`src/rtl/alu_pkg.sv`:
```
// Shared constants and the decoded issue bundle type used by the ALU decode/issue slice.
package alu_pkg;

  // ALU operation codes seen by the execute stage
  localparam logic [5:0] ALU_ADD  = 6'd0;
  localparam logic [5:0] ALU_SUB  = 6'd1;
  localparam logic [5:0] ALU_MUL  = 6'd2;
  localparam logic [5:0] ALU_DIV  = 6'd3;
  localparam logic [5:0] ALU_SLT  = 6'd4;
  localparam logic [5:0] ALU_SLL  = 6'd5;
  localparam logic [5:0] ALU_SRL  = 6'd6;
  localparam logic [5:0] ALU_SRA  = 6'd7;
  localparam logic [5:0] ALU_AND  = 6'd8;
  localparam logic [5:0] ALU_OR   = 6'd9;
  localparam logic [5:0] ALU_XOR  = 6'd10;
  localparam logic [5:0] ALU_NOR  = 6'd11;
  localparam logic [5:0] ALU_LUI  = 6'd12;
  localparam logic [5:0] ALU_BEQZ = 6'd13;
  localparam logic [5:0] ALU_JALR = 6'd16;
  localparam logic [5:0] ALU_J    = 6'd17;

  localparam logic [5:0] OP_RTYPE = 6'h00;
  localparam logic [5:0] OP_J     = 6'h02;
  localparam logic [5:0] OP_BEQ   = 6'h04;
  localparam logic [5:0] OP_ADDI  = 6'h08;
  localparam logic [5:0] OP_ADDIU = 6'h09;
  localparam logic [5:0] OP_SLTI  = 6'h0A;
  localparam logic [5:0] OP_ANDI  = 6'h0C;
  localparam logic [5:0] OP_ORI   = 6'h0D;
  localparam logic [5:0] OP_XORI  = 6'h0E;
  localparam logic [5:0] OP_LUI   = 6'h0F;

  localparam logic [5:0] FN_SLL   = 6'h00;
  localparam logic [5:0] FN_SRL   = 6'h02;
  localparam logic [5:0] FN_SRA   = 6'h03;
  localparam logic [5:0] FN_JALR  = 6'h09;
  localparam logic [5:0] FN_MULT  = 6'h18;
  localparam logic [5:0] FN_DIV   = 6'h1A;
  localparam logic [5:0] FN_ADD   = 6'h20;
  localparam logic [5:0] FN_ADDU  = 6'h21;
  localparam logic [5:0] FN_SUB   = 6'h22;
  localparam logic [5:0] FN_SUBU  = 6'h23;
  localparam logic [5:0] FN_AND   = 6'h24;
  localparam logic [5:0] FN_OR    = 6'h25;
  localparam logic [5:0] FN_XOR   = 6'h26;
  localparam logic [5:0] FN_NOR   = 6'h27;
  localparam logic [5:0] FN_SLT   = 6'h2A;

  localparam logic [1:0] SRC_B_RT    = 2'd0;
  localparam logic [1:0] SRC_B_IMM   = 2'd1;
  localparam logic [1:0] SRC_B_SHAMT = 2'd2;

  typedef struct packed {
    logic [5:0]  alu_opcode;
    logic [4:0]  rs;
    logic [4:0]  rt;
    logic [4:0]  rd;
    logic [31:0] imm;
    logic [1:0]  src_b_sel;
    logic        reg_write;
    logic        illegal;
  } issue_bundle_t;

  function automatic logic [31:0] sext16(input logic [15:0] v);
    return {{16{v[15]}}, v};
  endfunction

  function automatic logic [31:0] zext16(input logic [15:0] v);
    return {16'd0, v};
  endfunction

endpackage

```
`src/rtl/mips_decode.sv`:
```
// Combinational MIPS instruction word to ALU issue bundle decoder; zero latency, no flow control.
// Unknown op/funct yields an ADD bundle flagged illegal with the raw fields passed through.
module mips_decode
  import alu_pkg::*;
(
  input  logic [31:0]   instr,
  output issue_bundle_t bundle
);

  logic [5:0]    op;
  logic [5:0]    fn;
  logic          itype;
  logic          itype_zext;
  logic          shift;
  issue_bundle_t b;

  assign op = instr[31:26];
  assign fn = instr[5:0];

  always_comb begin
    b            = '0;
    b.alu_opcode = ALU_ADD;
    b.rs         = instr[25:21];
    b.rt         = instr[20:16];
    b.rd         = instr[15:11];
    b.imm        = sext16(instr[15:0]);
    b.src_b_sel  = SRC_B_RT;
    itype        = 1'b0;
    itype_zext   = 1'b0;
    shift        = 1'b0;

    case (op)
      OP_RTYPE: begin
        b.reg_write = 1'b1;
        case (fn)
          FN_ADD, FN_ADDU: b.alu_opcode = ALU_ADD;
          FN_SUB, FN_SUBU: b.alu_opcode = ALU_SUB;
          FN_AND:          b.alu_opcode = ALU_AND;
          FN_OR:           b.alu_opcode = ALU_OR;
          FN_XOR:          b.alu_opcode = ALU_XOR;
          FN_NOR:          b.alu_opcode = ALU_NOR;
          FN_SLT:          b.alu_opcode = ALU_SLT;
          FN_JALR:         b.alu_opcode = ALU_JALR;
          FN_SLL: begin
            b.alu_opcode = ALU_SLL;
            shift        = 1'b1;
          end
          FN_SRL: begin
            b.alu_opcode = ALU_SRL;
            shift        = 1'b1;
          end
          FN_SRA: begin
            b.alu_opcode = ALU_SRA;
            shift        = 1'b1;
          end
          FN_MULT: begin
            b.alu_opcode = ALU_MUL;
            b.reg_write  = 1'b0;
          end
          FN_DIV: begin
            b.alu_opcode = ALU_DIV;
            b.reg_write  = 1'b0;
          end
          default: begin
            b.illegal   = 1'b1;
            b.reg_write = 1'b0;
          end
        endcase
      end
      OP_ADDI, OP_ADDIU: begin
        b.alu_opcode = ALU_ADD;
        itype        = 1'b1;
      end
      OP_SLTI: begin
        b.alu_opcode = ALU_SLT;
        itype        = 1'b1;
      end
      OP_ANDI: begin
        b.alu_opcode = ALU_AND;
        itype        = 1'b1;
        itype_zext   = 1'b1;
      end
      OP_ORI: begin
        b.alu_opcode = ALU_OR;
        itype        = 1'b1;
        itype_zext   = 1'b1;
      end
      OP_XORI: begin
        b.alu_opcode = ALU_XOR;
        itype        = 1'b1;
        itype_zext   = 1'b1;
      end
      OP_LUI: begin
        b.alu_opcode = ALU_LUI;
        itype        = 1'b1;
        itype_zext   = 1'b1;
      end
      // A compare against r0 lets the execute stage skip the register read of rt
      OP_BEQ: begin
        b.alu_opcode = (instr[20:16] == 5'd0) ? ALU_BEQZ : ALU_SUB;
      end
      OP_J: begin
        b.alu_opcode = ALU_J;
        b.imm        = {6'd0, instr[25:0]};
        b.src_b_sel  = SRC_B_IMM;
      end
      default: b.illegal = 1'b1;
    endcase

    if (shift) begin
      b.src_b_sel = SRC_B_SHAMT;
      b.imm       = {27'd0, instr[10:6]};
    end

    // I-type writes its result to the rt field, presented on rd
    if (itype) begin
      b.src_b_sel = SRC_B_IMM;
      b.rd        = instr[20:16];
      b.reg_write = 1'b1;
      if (itype_zext) b.imm = zext16(instr[15:0]);
    end
  end

  assign bundle = b;

endmodule

```
`src/rtl/mips_alu_issue.sv`:
```
// Decode/issue stage: registered ALU bundle one cycle after acceptance, held while out_ready is low.
// in_ready also drops while a MUL/DIV is in flight, counted down by a 6-bit busy counter.
module mips_alu_issue
  import alu_pkg::*;
#(
  parameter int unsigned MUL_LAT = 4,
  parameter int unsigned DIV_LAT = 32
) (
  input  logic        clk,
  input  logic        rst,
  input  logic        in_valid,
  input  logic [31:0] in_instr,
  output logic        in_ready,
  output logic        out_valid,
  input  logic        out_ready,
  output logic [5:0]  alu_opcode,
  output logic [4:0]  rs,
  output logic [4:0]  rt,
  output logic [4:0]  rd,
  output logic [31:0] imm,
  output logic [1:0]  src_b_sel,
  output logic        reg_write,
  output logic        illegal
);

  localparam logic [5:0] MUL_LOAD = 6'(MUL_LAT - 1);
  localparam logic [5:0] DIV_LOAD = 6'(DIV_LAT - 1);

  issue_bundle_t dec;
  issue_bundle_t held;
  logic [5:0]    busy;
  logic          accept;

  mips_decode u_decode (
    .instr  (in_instr),
    .bundle (dec)
  );

  assign in_ready = (!out_valid || out_ready) && (busy == 6'd0);
  assign accept   = in_valid && in_ready;

  always_ff @(posedge clk or posedge rst) begin
    if (rst) begin
      busy <= 6'd0;
    end else if (accept && dec.alu_opcode == ALU_MUL) begin
      busy <= MUL_LOAD;
    end else if (accept && dec.alu_opcode == ALU_DIV) begin
      busy <= DIV_LOAD;
    end else if (busy != 6'd0) begin
      busy <= busy - 6'd1;
    end
  end

  // A consume and a new accept in the same cycle simply overwrite the held bundle
  always_ff @(posedge clk or posedge rst) begin
    if (rst) begin
      out_valid <= 1'b0;
      held      <= '0;
    end else if (accept) begin
      out_valid <= 1'b1;
      held      <= dec;
    end else if (out_ready) begin
      out_valid <= 1'b0;
    end
  end

  assign alu_opcode = held.alu_opcode;
  assign rs         = held.rs;
  assign rt         = held.rt;
  assign rd         = held.rd;
  assign imm        = held.imm;
  assign src_b_sel  = held.src_b_sel;
  assign reg_write  = held.reg_write;
  assign illegal    = held.illegal;

endmodule

```
`config.mk`:
```
export PLATFORM = sky130hd
export DESIGN_NAME = mips_alu_issue
export DESIGN_NICKNAME = d
export VERILOG_FILES = /design/src/rtl/alu_pkg.sv /design/src/rtl/mips_decode.sv /design/src/rtl/mips_alu_issue.sv
export SDC_FILE = /design/constraint.sdc
export NUM_CORES = 1
export LEC_CHECK = 0
export ABC_AREA = 1
export CAP_MARGIN = 0
export CELL_PAD_IN_SITES_DETAIL_PLACEMENT = 1
export CELL_PAD_IN_SITES_GLOBAL_PLACEMENT = 1
export CORE_MARGIN = 5
export CORE_UTILIZATION = 30
export DETAILED_ROUTE_END_ITERATION = 10
export HOLD_SLACK_MARGIN = 0.08
export PLACE_DENSITY_LB_ADDON = 0.1
export SETUP_SLACK_MARGIN = 0.05
export SLEW_MARGIN = 40
export SYNTH_ARGS = -nofsm -noshare
export SYNTH_HDL_FRONTEND = slang
export SYNTH_SLANG_ARGS = --single-unit
```
`constraint.sdc`:
```
create_clock -name clk -period 2.1 [get_ports clk]
set_clock_uncertainty 0.1 [all_clocks]
set_input_delay 0.63 -clock clk [delete_from_list [all_inputs] [get_ports clk]]
set_output_delay 0.63 -clock clk [all_outputs]
set_load 0.03 [all_outputs]
```
Run 1, met1 routing:
Scale bar: 20 um.
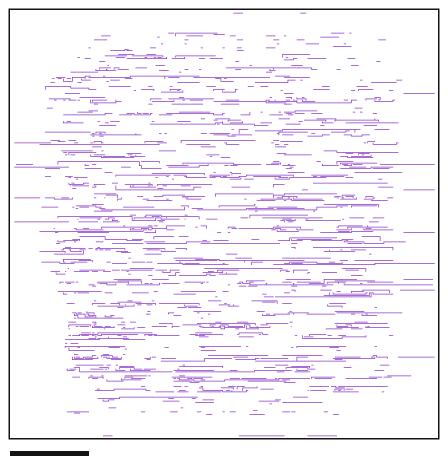
- share of all routed wire: 43%
- main direction: horizontal
- longest straight run: 30.4 um
- nets with wire on the layer: 501

Run 1, M2 wires:
Scale bar: 20 um. Cells faint in the background.
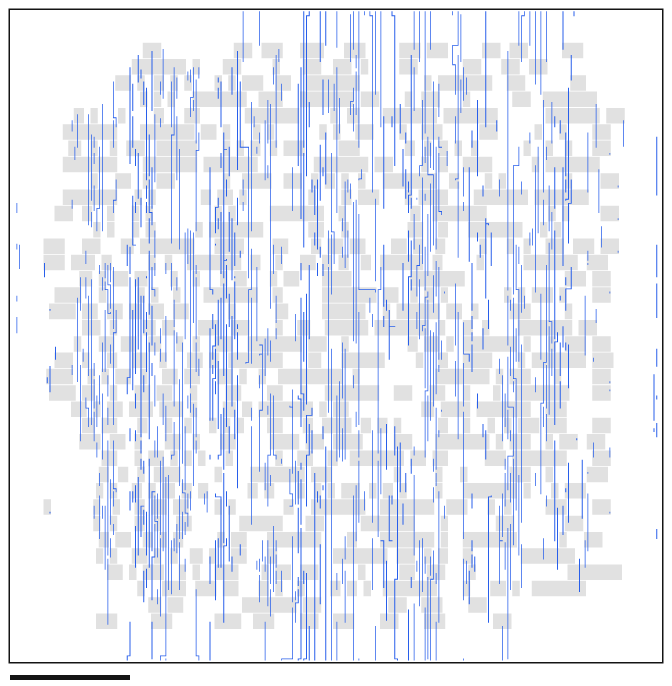
- share of all routed wire: 52%
- wire length on this layer: 5130 um
- longest straight run: 51.8 um
- nets with wire on the layer: 498
global routing usage on met2: 31.82%
aggregate routed wire length: 9837 um
number of vias after detailed routing: 2988

==> tab_implementation.tex, run 1 <==
% Generated from flow reports
\begin{tabular}{lr}
\hline
Metric & Value \\
\hline
\multicolumn{2}{l}{\textbf{Outcome}} \\
\quad Result of the run & finished, violations left \\
\quad Violations in the final reports & negative setup slack \\
\multicolumn{2}{l}{\textbf{Worst hold path}} \\
\quad Hold Path End & rs[1]\$\_DFFE\_PP0P\_ \\
\quad Cell count of the worst hold path & 2 \\
\quad Critical hold path startpoint & rs[1]\$\_DFFE\_PP0P\_ \\
\quad Path type of the worst min-delay path & reg2reg \\
\multicolumn{2}{l}{\textbf{Final timing}} \\
\quad Number of hold violations in the final report & 0 \\
\quad Final-layout setup total negative slack & -101.6 ps \\
\quad Pins Over Slew Limit & 0 \\
\quad Maximum clock frequency & 454.2 MHz \\
\quad Setup Viol. Count Final & 1 \\
\quad Post-Route Hold Slack & 373.4 ps \\
\quad Unrepaired setup endpoints after global routing & true \\
\quad Final worst slack & -101.6 ps \\
\quad Final period demand of the worst path & 2202 ps \\
\quad Final clock period utilization by the worst path & 104.8\% \\
\multicolumn{2}{l}{\textbf{Synth}} \\
\quad Total of flip-flops plus latches after synthesis & 58 \\
\quad Flip-flops with a built-in enable & 0 \\
\quad Area of the synthesized netlist per yosys stat & 0.002925 sq mm \\
\quad Gate count of the mapped netlist & 376 \\
\quad Fraction of registers with async set or reset after synthesis & 100.0\% \\
\quad Count of instantiated cells in the yosys netlist & 376 \\
\quad Proportion of synthesized chip area in sequential cells & 49.62\% \\
\quad Largest area contributor in the netlist & dfrtp\_1 \\
\quad Leading cell type by number of instances after synthesis & nand2\_1 \\
\quad Main area contributors & dfrtp\_1 50\%, nand2\_1 17\%, nand3\_1 4.8\%, inv\_1 4.5\%, nor2\_1 4.1\% \\
\quad Warnings, synthesis & 0 \\
\quad Leading cell types by count after synthesis & 136 x nand2\_1, 58 x dfrtp\_1, 35 x inv\_1 \\
\quad Avg Cell Area, Syn & 7.780 sq um \\
\quad Post-synthesis instance area & 0.002925 sq mm \\
\quad Area share of the largest cell type after synthesis & 49.62\% \\
\quad Post-Synthesis Net Count & 413 \\
\quad Synth cell types & 31 \\
\quad Most common flop cell mapped by yosys & dfrtp\_1 \\
\multicolumn{2}{l}{\textbf{Power and ir drop}} \\
\quad P\_sw & 2.510 mW \\
\quad Total Power & 5.706 mW \\
\quad Switching share of power & 43.99\% \\
\quad Power in sequential cells & 1.92 mW \\
\quad Largest Pwr Group & combinational cells \\
\quad Reported combinational group power & 2.78 mW \\
\quad Clock network fraction of design power & 17.6\% \\
\quad Sequential cell fraction of total power & 33.6\% \\
\quad Total leakage power & 2.593 nW \\
\quad Power of the clock network & 1.00 mW \\
\quad Internal portion of total power & 3.196 mW \\
\quad P per Cell Area & 1221 mW/mm\^{}2 \\
\quad Combinational share of power & 48.7\% \\
\quad Maximum vdd drop & 417.2 uV \\
\multicolumn{2}{l}{\textbf{Clock network}} \\
\quad Largest buffer count on any clock path & 2 \\
\quad Number of buffers inserted for hold repair after clock tree synthesis & 0 \\
\quad Setup Fix Bufs, Post-CTS & 2 \\
\quad Clock tree sinks & 58 \\
\quad Cell resize tally after clock tree synthesis & 68 \\
\quad Number of buffers created by CTS & 9 \\
\quad Clock latency on the worst-skew pair & 330 ps \\
\quad Clock tree from TritonCTS & built \\
\quad Clock tree root driver cell & clkbuf\_8 \\
\quad CTS H-tree depth & 3 \\
\quad Clock slew at the register clock pins of the worst setup and hold paths & 70 ps \\
\multicolumn{2}{l}{\textbf{Critical path}} \\
\quad Worst setup path endpoint & in\_ready \\
\quad Nature of the critical path startpoint & primary input \\
\quad Endpoint type of the worst setup path & output port \\
\quad Data required time of the critical path & 1370 ps \\
\quad Maximum fanout encountered on the critical timing path & 2 \\
\quad CP Data Arrival Time & 1470 ps \\
\quad Worst flop-to-flop path endpoint & illegal\$\_DFFE\_PP0P\_ \\
\quad Launch point of the worst reg-to-reg path & busy[0]\$\_DFFE\_PP0P\_ \\
\quad Setup slack, reg-to-reg & 210 ps \\
\quad Cell count of the worst reg-to-reg path & 11 \\
\quad Worst Setup SP & out\_ready \\
\quad Critical path type & in2out \\
\multicolumn{2}{l}{\textbf{Detailed routing}} \\
\quad Met1 routed wirelength after detailed routing & 4222 um \\
\quad Routed wl met3 & 386 um \\
\quad Iteration count of the initial detailed-routing pass & 4 \\
\quad Highest layer used for signal routing & met4 \\
\quad WL met2 & 5133 um \\
\quad Count of antenna-violating nets left after detailed routing & 0 \\
\quad Average wire per cell in the routed design & 14.90 um \\
\quad Starting DRT DRC Count & 73 \\
\quad DRC errors left & 0 \\
\quad Drt via density & 4.527 \\
\multicolumn{2}{l}{\textbf{Final layout}} \\
\quad Number of inserted filler cells in the final layout & 1209 \\
\quad Share of post-route cells with drive strength above 1 & 22.20\% \\
\quad Antenna diode count & 0 \\
\quad Area growth syn-to-layout & 59.71\% \\
\quad Final non-filler cell area & 0.004672 sq mm \\
\quad Number of nets in the layout & 560 \\
\quad Final cell count without fillers & 660 \\
\multicolumn{2}{l}{\textbf{Global routing}} \\
\quad Wire length of the first global-routing pass & 16210 um \\
\quad Largest net degree at the start of global routing & 36 \\
\quad Number of global-route vias before repair & 3241 \\
\quad Total global-route track usage & 17.61\% \\
\quad Global-route layer with the greatest usage & met2 \\
\quad Antenna violations before repair & 0 \\
\quad Met1 GRT Util & 21.60\% \\
\quad Total global routing overflow & 0 \\
\multicolumn{2}{l}{\textbf{Floorplan}} \\
\quad Overall chip area & 0.01183 sq mm \\
\quad Width of the chip & 108.7 um \\
\quad Total number of placement rows & 36 \\
\quad Height of the chip & 108.7 um \\
\quad I/O pins & 95 \\
\multicolumn{2}{l}{\textbf{Placed design}} \\
\quad Total half-perimeter wirelength after legalization and detailed placement & 7816 um \\
\quad Placed Cells & 637 \\
\quad IO Port Bufs & 93 \\
\quad Post-place instance area & 0.004398 sq mm \\
\quad Worst setup slack before clock tree synthesis & -316.7 ps \\
\quad Routability-driven placement congestion ratio & 0.8277 \\
\multicolumn{2}{l}{\textbf{Run}} \\
\quad Number of warnings in the stage logs & 28 \\
\quad Max-capacitance violation count & 0 \\
\hline
\end{tabular}
Run 1, the metal 3 layer:
Scale bar: 20 um. Cells faint in the background.
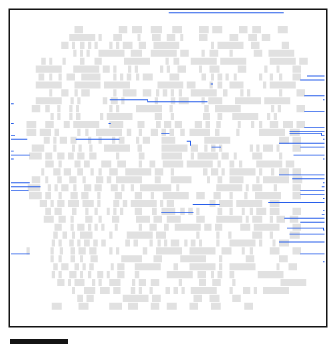
- share of all routed wire: 3.9%
- wire length on this layer: 386 um
met3 global-route usage: 3.493%

Run 1, cell density map:
The die is cut into 11 by 11 equal tiles; white is low, dark blue is high, 0 to 100% covered.
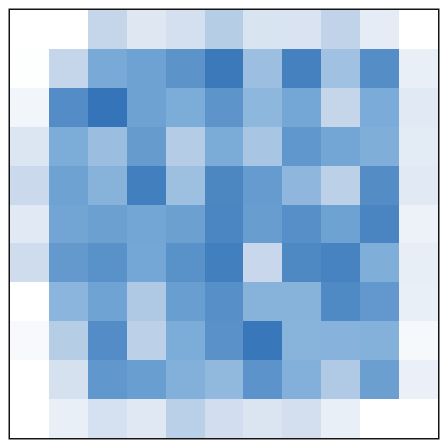
- mean over tiles: 38%
- nearly empty tiles: 7.4%
- fullest tile: 72%
- densest ninth of the die: center
post-layout utilization of the core: 48.47%
initial core utilization: 30.35%
Floorplan Core Area: 0.009639 sq mm

## run 1: registers in the layout, summed over array words and instances, names as in the netlist
register and flops:
rs 5, rt 5, out_valid 1, alu_opcode 5
imm 27, rd 5, reg_write 1, busy 6
illegal 1, src_b_sel 2
## run 1: cell type report
cell class / instances / area [sq um] / share of cell area (%)
Clock inverter: 3 / 40.04 / 0.8570
Inverter: 36 / 138.9 / 2.973
Timing Repair Buffer: 155 / 1419 / 30.37
Tap cell: 133 / 166.4 / 3.562
Sequential cell: 58 / 1451 / 31.07
Clock buffer: 12 / 145.1 / 3.107
Multi-Input combinational cell: 263 / 1311 / 28.07
## run 1: kinds of logic (layout without fill, tap and decap cells)
group	count (synthesis)	in the layout	share of synthesized area [%]
xor+xnor	3	3	0.8984
simple gates	220	220	33.45
fa+ha+maj	1	1	0.4276
flops	58	58	49.61
compound gates	38	38	7.229
other cells	1	1	0.1282
buf+inv	55	206	8.255
## run 1: critical path, cell delays in order
cell	delay [ps]
clkdlybuf4s50_1	450
inv_1	50
nand2_2	70
nand3_2	90
inv_2	60
buf_6	120
## run 1: cells in the final DEF (no fill, tap or decap), types with 2 or more instances in the layout
master           instances
clkdlybuf4s50_1         28
inv_2                    4
o21ai_0                 15
clkinv_2                 2
dfrtp_1                 58
nand3_2                 12
nor2_2                   9
dlymetal6s2s_1           6
nor2_1                  23
buf_12                   6
clkbuf_1                 2
nand3_1                 26
nand2_1                131
a21oi_1                  9
nand2_2                  6
inv_1                   31
buf_6                    2
o31ai_1                  4
buf_4                   55
o21ai_1                  6
xnor2_1                  2
nor2_4                   5
clkbuf_8                10
dlygate4sd2_1           58
a2bb2oi_1                2
nand4_1                  2
Run 1, track usage over the die:
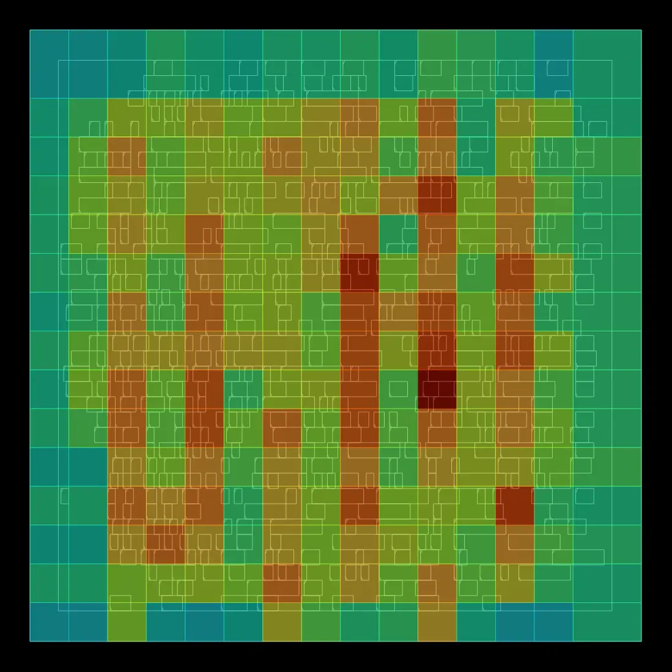

--- run 2 (diff from run 1) ---
--- a/config.mk
+++ b/config.mk
@@ -14,6 +14,7 @@
 export DETAILED_ROUTE_END_ITERATION = 10
 export HOLD_SLACK_MARGIN = 0.08
 export PLACE_DENSITY_LB_ADDON = 0.1
+export REMOVE_ABC_BUFFERS = 1
 export SETUP_SLACK_MARGIN = 0.05
 export SLEW_MARGIN = 40
 export SYNTH_ARGS = -nofsm -noshare
==> constraint.sdc (replaced) <==
create_clock -name clk -period 2.1 [get_ports clk]
set_clock_uncertainty 0.1 [all_clocks]
set_input_delay 0.63 -clock clk [delete_from_list [all_inputs] [get_ports clk]]
set_output_delay 0.63 -clock clk [all_outputs]
set_load 0.01 [all_outputs]
Run 2, track usage over the die:
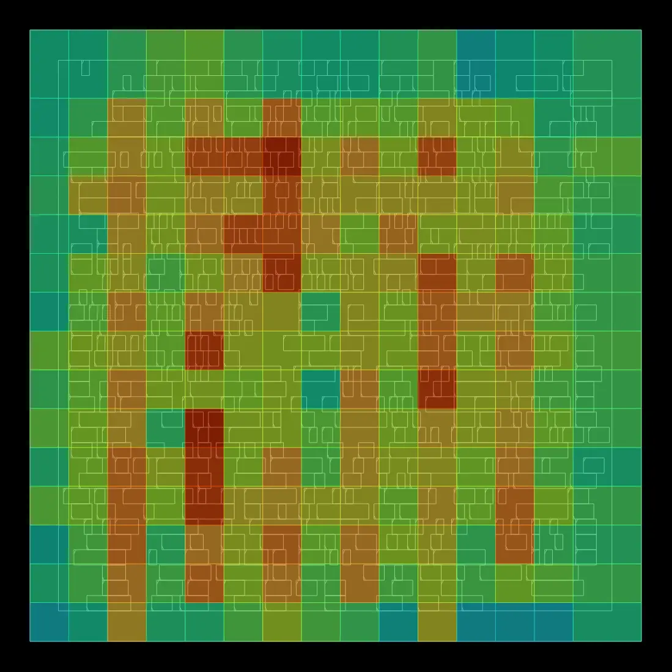
global-route layer with the greatest usage: met2
met1 GRT Util: 22.97%
global routing usage on met2: 33.01%
post-layout utilization of the core: 55.85%
total global-route track usage: 19.02%

Run 2, the metal 3 layer:
Scale bar: 20 um. Cells faint in the background.
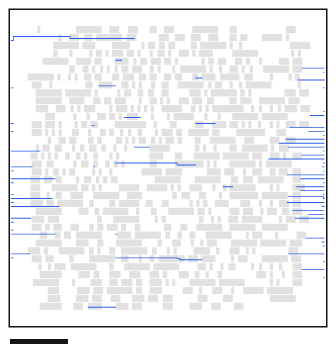
- wire length on this layer: 468 um
- main direction: horizontal
- nets with wire on the layer: 60
- longest straight run: 22.1 um

==> tab_implementation.tex, run 2 <==
% Generated from flow reports
\begin{tabular}{lr}
\hline
Metric & Value \\
\hline
\multicolumn{2}{l}{\textbf{Outcome}} \\
\quad Result of the run & finished, violations left \\
\quad Violations in the final reports & negative setup slack \\
\multicolumn{2}{l}{\textbf{Floorplan}} \\
\quad Total number of placement rows & 36 \\
\quad Overall chip area & 0.01183 sq mm \\
\quad Width of the chip & 108.7 um \\
\quad Height of the chip & 108.7 um \\
\quad Initial core utilization & 30.35\% \\
\quad I/O pins & 95 \\
\multicolumn{2}{l}{\textbf{Global routing}} \\
\quad Number of global-route vias before repair & 3337 \\
\quad Largest net degree at the start of global routing & 29 \\
\quad Total global routing overflow & 0 \\
\quad Antenna violations before repair & 0 \\
\quad Wire length of the first global-routing pass & 17080 um \\
\quad Met3 global-route usage & 4.440\% \\
\multicolumn{2}{l}{\textbf{Placed design}} \\
\quad IO Port Bufs & 93 \\
\quad Post-place instance area & 0.004454 sq mm \\
\quad Total half-perimeter wirelength after legalization and detailed placement & 6929 um \\
\quad Worst setup slack before clock tree synthesis & -516.2 ps \\
\quad Routability-driven placement congestion ratio & 0.7931 \\
\quad Placed Cells & 643 \\
\multicolumn{2}{l}{\textbf{Run}} \\
\quad Number of warnings in the stage logs & 27 \\
\quad Max-capacitance violation count & 0 \\
\multicolumn{2}{l}{\textbf{Final timing}} \\
\quad Final clock period utilization by the worst path & 105.3\% \\
\quad Unrepaired setup endpoints after global routing & true \\
\quad Number of hold violations in the final report & 0 \\
\quad Final period demand of the worst path & 2211 ps \\
\quad Setup Viol. Count Final & 1 \\
\quad Pins Over Slew Limit & 0 \\
\quad Final worst slack & -110.5 ps \\
\quad Maximum clock frequency & 452.4 MHz \\
\quad Post-Route Hold Slack & 371.3 ps \\
\multicolumn{2}{l}{\textbf{Synth}} \\
\quad Area of the synthesized netlist per yosys stat & 0.002925 sq mm \\
\quad Gate count of the mapped netlist & 376 \\
\quad Fraction of registers with async set or reset after synthesis & 100.0\% \\
\quad Main area contributors & dfrtp\_1 50\%, nand2\_1 17\%, nand3\_1 4.8\%, inv\_1 4.5\%, nor2\_1 4.1\% \\
\quad Area share of the largest cell type after synthesis & 49.62\% \\
\quad Count of instantiated cells in the yosys netlist & 376 \\
\quad Avg Cell Area, Syn & 7.780 sq um \\
\quad Flip-flops with a built-in enable & 0 \\
\quad Most common flop cell mapped by yosys & dfrtp\_1 \\
\quad Largest area contributor in the netlist & dfrtp\_1 \\
\quad Warnings, synthesis & 0 \\
\quad Total of flip-flops plus latches after synthesis & 58 \\
\quad Synth cell types & 31 \\
\quad Leading cell types by count after synthesis & 136 x nand2\_1, 58 x dfrtp\_1, 35 x inv\_1 \\
\quad Post-synthesis instance area & 0.002925 sq mm \\
\quad Leading cell type by number of instances after synthesis & nand2\_1 \\
\multicolumn{2}{l}{\textbf{Clock network}} \\
\quad Clock tree from TritonCTS & built \\
\quad Number of buffers inserted for hold repair after clock tree synthesis & 0 \\
\quad Clock slew at the register clock pins of the worst setup and hold paths & 70 ps \\
\quad Clock latency on the worst-skew pair & 350 ps \\
\quad Largest buffer count on any clock path & 2 \\
\quad Clock tree root driver cell & clkbuf\_8 \\
\quad CTS H-tree depth & 3 \\
\quad Number of buffers created by CTS & 9 \\
\quad Clock tree sinks & 58 \\
\multicolumn{2}{l}{\textbf{Detailed routing}} \\
\quad Routed wl met3 & 467 um \\
\quad Drt via density & 4.594 \\
\quad Number of vias after detailed routing & 3119 \\
\quad Highest layer used for signal routing & met4 \\
\quad Iteration count of the initial detailed-routing pass & 4 \\
\quad DRC errors left & 0 \\
\quad Average wire per cell in the routed design & 15.97 um \\
\quad WL met2 & 5542 um \\
\quad Count of antenna-violating nets left after detailed routing & 0 \\
\quad Starting DRT DRC Count & 74 \\
\quad Aggregate routed wire length & 10850 um \\
\quad Met1 routed wirelength after detailed routing & 4670 um \\
\multicolumn{2}{l}{\textbf{Final layout}} \\
\quad Dominant logic cell type in the layout & nand2\_1 \\
\quad Share of post-route cells with drive strength above 1 & 33.52\% \\
\quad Commonest cells after routing, fill and taps aside & 106 x nand2\_1, 68 x clkdlybuf4s50\_1, 60 x buf\_4 \\
\quad Final cell count without fillers & 679 \\
\quad Flip-flop count of the largest register, all copies and words added & 27 \\
\quad Final non-filler cell area & 0.005384 sq mm \\
\quad Antenna diode count & 0 \\
\quad Number of nets in the layout & 578 \\
\multicolumn{2}{l}{\textbf{Critical path}} \\
\quad Critical path type & in2out \\
\quad CP Data Arrival Time & 1480 ps \\
\quad Worst Setup SP & out\_ready \\
\quad Nature of the critical path startpoint & primary input \\
\quad Setup slack, reg-to-reg & 30 ps \\
\quad Launch point of the worst reg-to-reg path & busy[0]\$\_DFFE\_PP0P\_ \\
\quad Maximum fanout encountered on the critical timing path & 2 \\
\quad Endpoint type of the worst setup path & output port \\
\quad Data required time of the critical path & 1370 ps \\
\multicolumn{2}{l}{\textbf{Worst hold path}} \\
\quad Critical hold path startpoint & rs[1]\$\_DFFE\_PP0P\_ \\
\quad Path type of the worst min-delay path & reg2reg \\
\multicolumn{2}{l}{\textbf{Power and ir drop}} \\
\quad P per Cell Area & 1119 mW/mm\^{}2 \\
\quad Maximum vdd drop & 539.5 uV \\
\quad Total Power & 6.022 mW \\
\quad Total leakage power & 2.875 nW \\
\hline
\end{tabular}
Run 2, met1 routing:
Scale bar: 20 um.
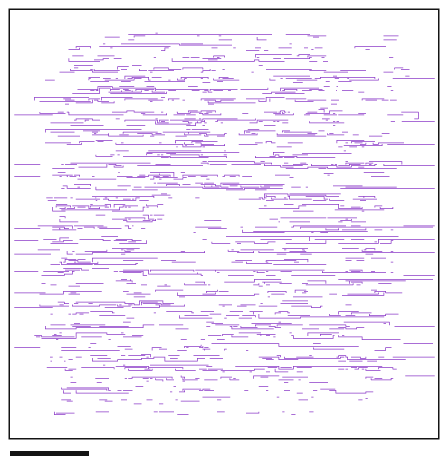
- wire length on this layer: 4670 um
- main direction: horizontal
- share of all routed wire: 43%
- nets with wire on the layer: 521

-- run 2: repair_timing --
item | CTS | global route
pin swaps | 7 | 30
cloned | 7 | 2
endpoints found under the hold margin | 0 | 0
resized | 64 | 84
endpoints found under the setup margin | 47 | 66
setup buffers | 9 | 9
-- run 2: power breakdown --
part           internal, mW  total [mW]  leakage [nW]  switching (mW)
clock network         0.734        1.25         0.117           0.515
logic                  1.59        2.81          2.03            1.22
registers              1.61        1.97         0.726           0.356
total                  3.93        6.02          2.87            2.09
-- run 2: layout make-up --
type                       count  area (sq um)
fill                        1144          4255
timing repair inverter         1         16.27
tap                          133         166.4
inverter                      36         153.9
sequential                    58          1451
multi-input combinational    263          1563
clock buffer                  12         155.1
timing repair buffer         172          1804
clock inverter                 4         73.82
-- run 2: critical path, stage by stage --
cell and delay [ps]:
clkdlybuf4s50_1 450, inv_1 40, nand2_1 90, nand3_2 100, inv_1 60, buf_2 120
-- run 2: final timing paths --
path / to / depth (start not counted)
max: in_ready / 6
min: rs[1]$_DFFE_PP0P_ / 2
max reg2reg: imm[20]$_DFFE_PP0P_ / 11
min reg2reg: rs[1]$_DFFE_PP0P_ / 2
max in group asynchronous: imm[20]$_DFFE_PP0P_ / 3
min in group asynchronous: imm[21]$_DFFE_PP0P_ / 2
-- run 2: logic make-up (layout without fill, tap and decap cells) --
logic type / count (synthesis) / after routing / share of synthesized area (%)
xor gates and xnor gates: 3 / 3 / 0.8984
adders and majority gates: 1 / 1 / 0.4276
DFF: 58 / 58 / 49.61
AOI/OAI and AO/OA: 38 / 38 / 7.229
other: 1 / 1 / 0.1282
and+or+nand+nor: 220 / 220 / 33.45
buffers and inverters: 55 / 225 / 8.255
--- run 3 (diff from run 2) ---
--- a/config.mk
+++ b/config.mk
@@ -6,7 +6,6 @@
 export NUM_CORES = 1
 export LEC_CHECK = 0
 export ABC_AREA = 1
-export CAP_MARGIN = 0
 export CELL_PAD_IN_SITES_DETAIL_PLACEMENT = 1
 export CELL_PAD_IN_SITES_GLOBAL_PLACEMENT = 1
 export CORE_MARGIN = 5
Run 3, M4 wires:
Scale bar: 20 um.
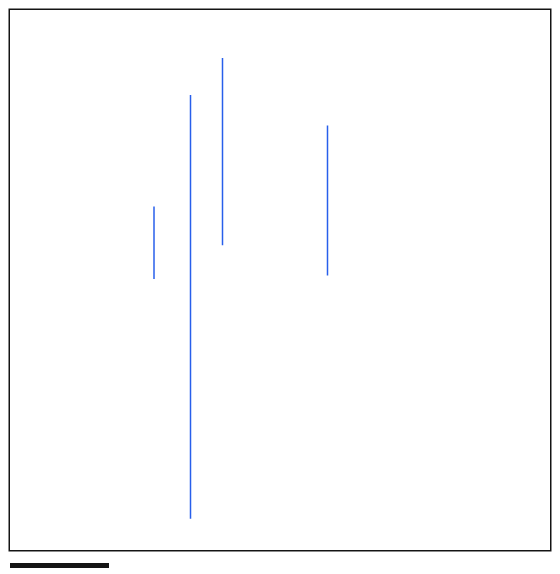
- main direction: vertical
- share of all routed wire: 1.5%
- longest straight run: 85.0 um
- nets with wire on the layer: 3
- wire length on this layer: 167 um
number of vias after detailed routing: 3119
aggregate routed wire length: 10850 um

Run 3, the metal 3 layer:
Scale bar: 20 um. Cells faint in the background.
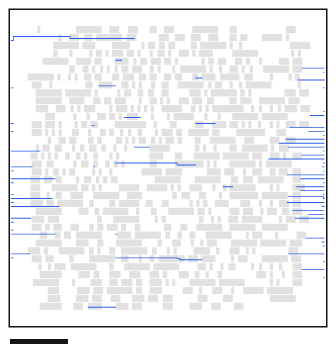
- share of all routed wire: 4.3%
- longest straight run: 22.1 um
- wire length on this layer: 468 um
- main direction: horizontal

Run 3, M2 wires:
Scale bar: 20 um. Cells faint in the background.
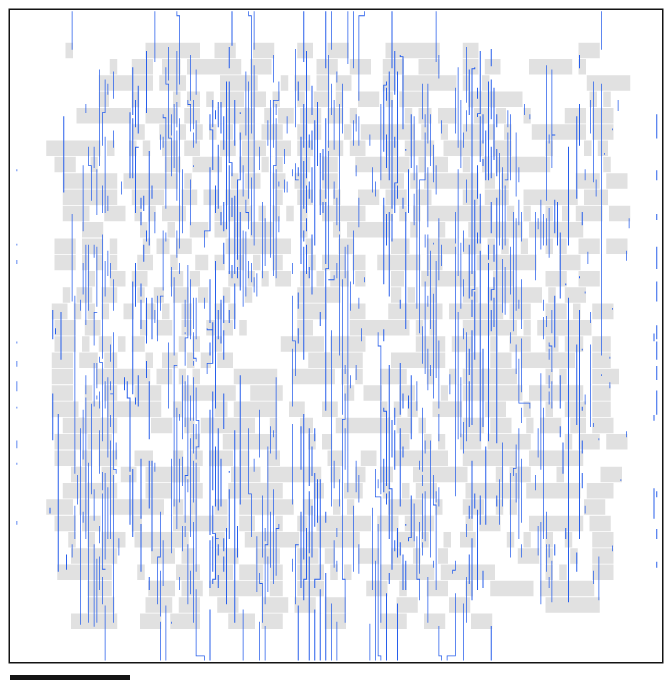
- longest straight run: 50.7 um
- nets with wire on the layer: 520

==> tab_implementation.tex, run 3 <==
% Generated from flow reports
\begin{tabular}{lr}
\hline
Metric & Value \\
\hline
\multicolumn{2}{l}{\textbf{Outcome}} \\
\quad Result of the run & finished, violations left \\
\quad Violations in the final reports & negative setup slack \\
\multicolumn{2}{l}{\textbf{Synth}} \\
\quad Most common flop cell mapped by yosys & dfrtp\_1 \\
\quad Proportion of synthesized chip area in sequential cells & 49.62\% \\
\quad Synth cell types & 31 \\
\quad Total of flip-flops plus latches after synthesis & 58 \\
\quad Leading cell type by number of instances after synthesis & nand2\_1 \\
\quad Post-synthesis instance area & 0.002925 sq mm \\
\quad Count of instantiated cells in the yosys netlist & 376 \\
\quad Flip-flops with a built-in enable & 0 \\
\quad Gate count of the mapped netlist & 376 \\
\quad Area share of the largest cell type after synthesis & 49.62\% \\
\quad Area of the synthesized netlist per yosys stat & 0.002925 sq mm \\
\quad Warnings, synthesis & 0 \\
\quad Fraction of registers with async set or reset after synthesis & 100.0\% \\
\quad Main area contributors & dfrtp\_1 50\%, nand2\_1 17\%, nand3\_1 4.8\%, inv\_1 4.5\%, nor2\_1 4.1\% \\
\quad Leading cell types by count after synthesis & 136 x nand2\_1, 58 x dfrtp\_1, 35 x inv\_1 \\
\quad Avg Cell Area, Syn & 7.780 sq um \\
\quad Largest area contributor in the netlist & dfrtp\_1 \\
\multicolumn{2}{l}{\textbf{Global routing}} \\
\quad Total global routing overflow & 0 \\
\quad Total global-route track usage & 19.02\% \\
\quad Antenna violations before repair & 0 \\
\quad Number of global-route vias before repair & 3337 \\
\quad Wire length of the first global-routing pass & 17080 um \\
\quad Largest net degree at the start of global routing & 29 \\
\multicolumn{2}{l}{\textbf{Power and ir drop}} \\
\quad Maximum vdd drop & 539.5 uV \\
\quad P per Cell Area & 1119 mW/mm\^{}2 \\
\quad Total Power & 6.022 mW \\
\quad Combinational share of power & 46.6\% \\
\quad Switching share of power & 34.67\% \\
\quad Total leakage power & 2.875 nW \\
\quad Sequential cell fraction of total power & 32.6\% \\
\quad Internal portion of total power & 3.934 mW \\
\quad Clock network fraction of design power & 20.7\% \\
\quad P\_sw & 2.088 mW \\
\multicolumn{2}{l}{\textbf{Detailed routing}} \\
\quad Count of antenna-violating nets left after detailed routing & 0 \\
\quad Highest layer used for signal routing & met4 \\
\quad Starting DRT DRC Count & 74 \\
\quad Iteration count of the initial detailed-routing pass & 4 \\
\quad WL met2 & 5542 um \\
\quad Met1 routed wirelength after detailed routing & 4670 um \\
\quad DRC errors left & 0 \\
\quad Routed wl met3 & 467 um \\
\quad Drt via density & 4.594 \\
\quad Average wire per cell in the routed design & 15.97 um \\
\multicolumn{2}{l}{\textbf{Final layout}} \\
\quad Final cell count without fillers & 679 \\
\quad Share of post-route cells with drive strength above 1 & 33.52\% \\
\quad Antenna diode count & 0 \\
\quad Final non-filler cell area & 0.005384 sq mm \\
\quad Number of inserted filler cells in the final layout & 1144 \\
\quad Dominant logic cell type in the layout & nand2\_1 \\
\quad Commonest cells after routing, fill and taps aside & 106 x nand2\_1, 68 x clkdlybuf4s50\_1, 60 x buf\_4 \\
\quad Flip-flop count of the largest register, all copies and words added & 27 \\
\quad Post-layout utilization of the core & 55.85\% \\
\quad Area growth syn-to-layout & 84.05\% \\
\quad Number of nets in the layout & 578 \\
\multicolumn{2}{l}{\textbf{Floorplan}} \\
\quad Total number of placement rows & 36 \\
\quad I/O pins & 95 \\
\quad Overall chip area & 0.01183 sq mm \\
\quad Width of the chip & 108.7 um \\
\quad Floorplan Core Area & 0.009639 sq mm \\
\quad Initial core utilization & 30.35\% \\
\quad Height of the chip & 108.7 um \\
\multicolumn{2}{l}{\textbf{Final timing}} \\
\quad Final period demand of the worst path & 2211 ps \\
\quad Post-Route Hold Slack & 371.3 ps \\
\quad Unrepaired setup endpoints after global routing & true \\
\quad Final worst slack & -110.5 ps \\
\quad Setup Viol. Count Final & 1 \\
\quad Final clock period utilization by the worst path & 105.3\% \\
\quad Number of hold violations in the final report & 0 \\
\quad Pins Over Slew Limit & 0 \\
\quad Final-layout setup total negative slack & -110.5 ps \\
\quad Maximum clock frequency & 452.4 MHz \\
\multicolumn{2}{l}{\textbf{Clock network}} \\
\quad Clock tree sinks & 58 \\
\quad Number of buffers inserted for hold repair after clock tree synthesis & 0 \\
\quad Number of buffers created by CTS & 9 \\
\quad Clock tree from TritonCTS & built \\
\quad Clock tree root driver cell & clkbuf\_8 \\
\quad CTS H-tree depth & 3 \\
\quad Clock latency on the worst-skew pair & 350 ps \\
\quad Clock slew at the register clock pins of the worst setup and hold paths & 70 ps \\
\quad Largest buffer count on any clock path & 2 \\
\multicolumn{2}{l}{\textbf{Critical path}} \\
\quad CP Data Arrival Time & 1480 ps \\
\quad Cell depth of the worst setup path & 6 \\
\quad Cells along the critical path & clkdlybuf4s50\_1 -> inv\_1 -> nand2\_1 -> nand3\_2 -> inv\_1 -> buf\_2 \\
\quad Launch point of the worst reg-to-reg path & busy[0]\$\_DFFE\_PP0P\_ \\
\quad Worst setup path endpoint & in\_ready \\
\quad Slowest stage delay, CP & 450 ps \\
\quad Critical path type & in2out \\
\quad Largest delay contributor family on the critical path & buffers and inverters \\
\quad Maximum fanout encountered on the critical timing path & 2 \\
\quad Worst Setup SP & out\_ready \\
\quad Endpoint type of the worst setup path & output port \\
\quad Cell with the largest stage delay on the worst path & clkdlybuf4s50\_1 \\
\quad Data required time of the critical path & 1370 ps \\
\quad Nature of the critical path startpoint & primary input \\
\quad Worst path buffer plus inverter count & 4 \\
\quad CP dominant cell by count & inv\_1 \\
\quad Cell count of the worst reg-to-reg path & 11 \\
\quad Setup slack, reg-to-reg & 30 ps \\
\quad Worst flop-to-flop path endpoint & imm[20]\$\_DFFE\_PP0P\_ \\
\multicolumn{2}{l}{\textbf{Placed design}} \\
\quad Worst setup slack before clock tree synthesis & -516.2 ps \\
\quad Routability-driven placement congestion ratio & 0.7931 \\
\quad Post-place instance area & 0.004454 sq mm \\
\quad Total half-perimeter wirelength after legalization and detailed placement & 6929 um \\
\quad IO Port Bufs & 93 \\
\quad Placed Cells & 643 \\
\multicolumn{2}{l}{\textbf{Run}} \\
\quad Max-capacitance violation count & 0 \\
\quad Number of warnings in the stage logs & 27 \\
\multicolumn{2}{l}{\textbf{Worst hold path}} \\
\quad Hold Path End & rs[1]\$\_DFFE\_PP0P\_ \\
\quad Path type of the worst min-delay path & reg2reg \\
\quad Cell count of the worst hold path & 2 \\
\quad Critical hold path startpoint & rs[1]\$\_DFFE\_PP0P\_ \\
\hline
\end{tabular}
==> run 3: cell counts after synthesis <==
No cell type changed its count.
==> run 3: power by group through the flow <==
stage / logic (mW) / clock network (mW) / registers, mW
global placement: 2.33 / 0 / 1.91
finish: 2.81 / 1.25 / 1.97
CTS: 2.68 / 1.26 / 1.93
detailed placement: 2.39 / 0 / 1.93
global route: 3.06 / 1.32 / 2.03
floorplan: 0.732 / 0 / 2.12
==> run 3: worst reg2reg max path: cells and delay by family, from the launching register on <==
family / cells / cell delay, ps
adders and majority gates: 1 / 140
and+or+nand+nor: 6 / 830
buffers and inverters: 4 / 540
DFF: 1 / 390
==> run 3: what timing repair did <==
action,CTS,global route
gates resized,64,84
buffers inserted,9,9
setup endpoints to repair,47,66
gates cloned,7,2
pin swaps,7,30
==> run 3: kinds of logic after synthesis <==
kind of cell / Yosys count / share of synthesized area (%)
DFF: 58 / 49.61
buffers and inverters: 55 / 8.255
other: 1 / 0.1282
AOI/OAI and AO/OA: 38 / 7.229
xor gates and xnor gates: 3 / 0.8984
and+or+nand+nor: 220 / 33.45
adders and majority gates: 1 / 0.4276
==> run 3: layer usage <==
layer / GRT usage [%] / vias to the layer above
li1: - / 1516
met2: 33.01 / 71
met1: 22.97 / 1519
met4: 6.943 / 0
met3: 4.440 / 13
met5: 0 / -
==> run 3: cell type report <==
| cell class | instances | area, sq um | area share (%) |
|---|---|---|---|
| Timing Repair Buffer | 172 | 1804 | 33.51 |
| Multi-Input combinational cell | 263 | 1563 | 29.03 |
| Sequential cell | 58 | 1451 | 26.96 |
| Tap cell | 133 | 166.4 | 3.091 |
| Clock buffer | 12 | 155.1 | 2.882 |
| Inverter | 36 | 153.9 | 2.858 |
| Clock inverter | 4 | 73.82 | 1.371 |
| Timing Repair inverter | 1 | 16.27 | 0.3021 |
Power and IR drop assume default switching activity.
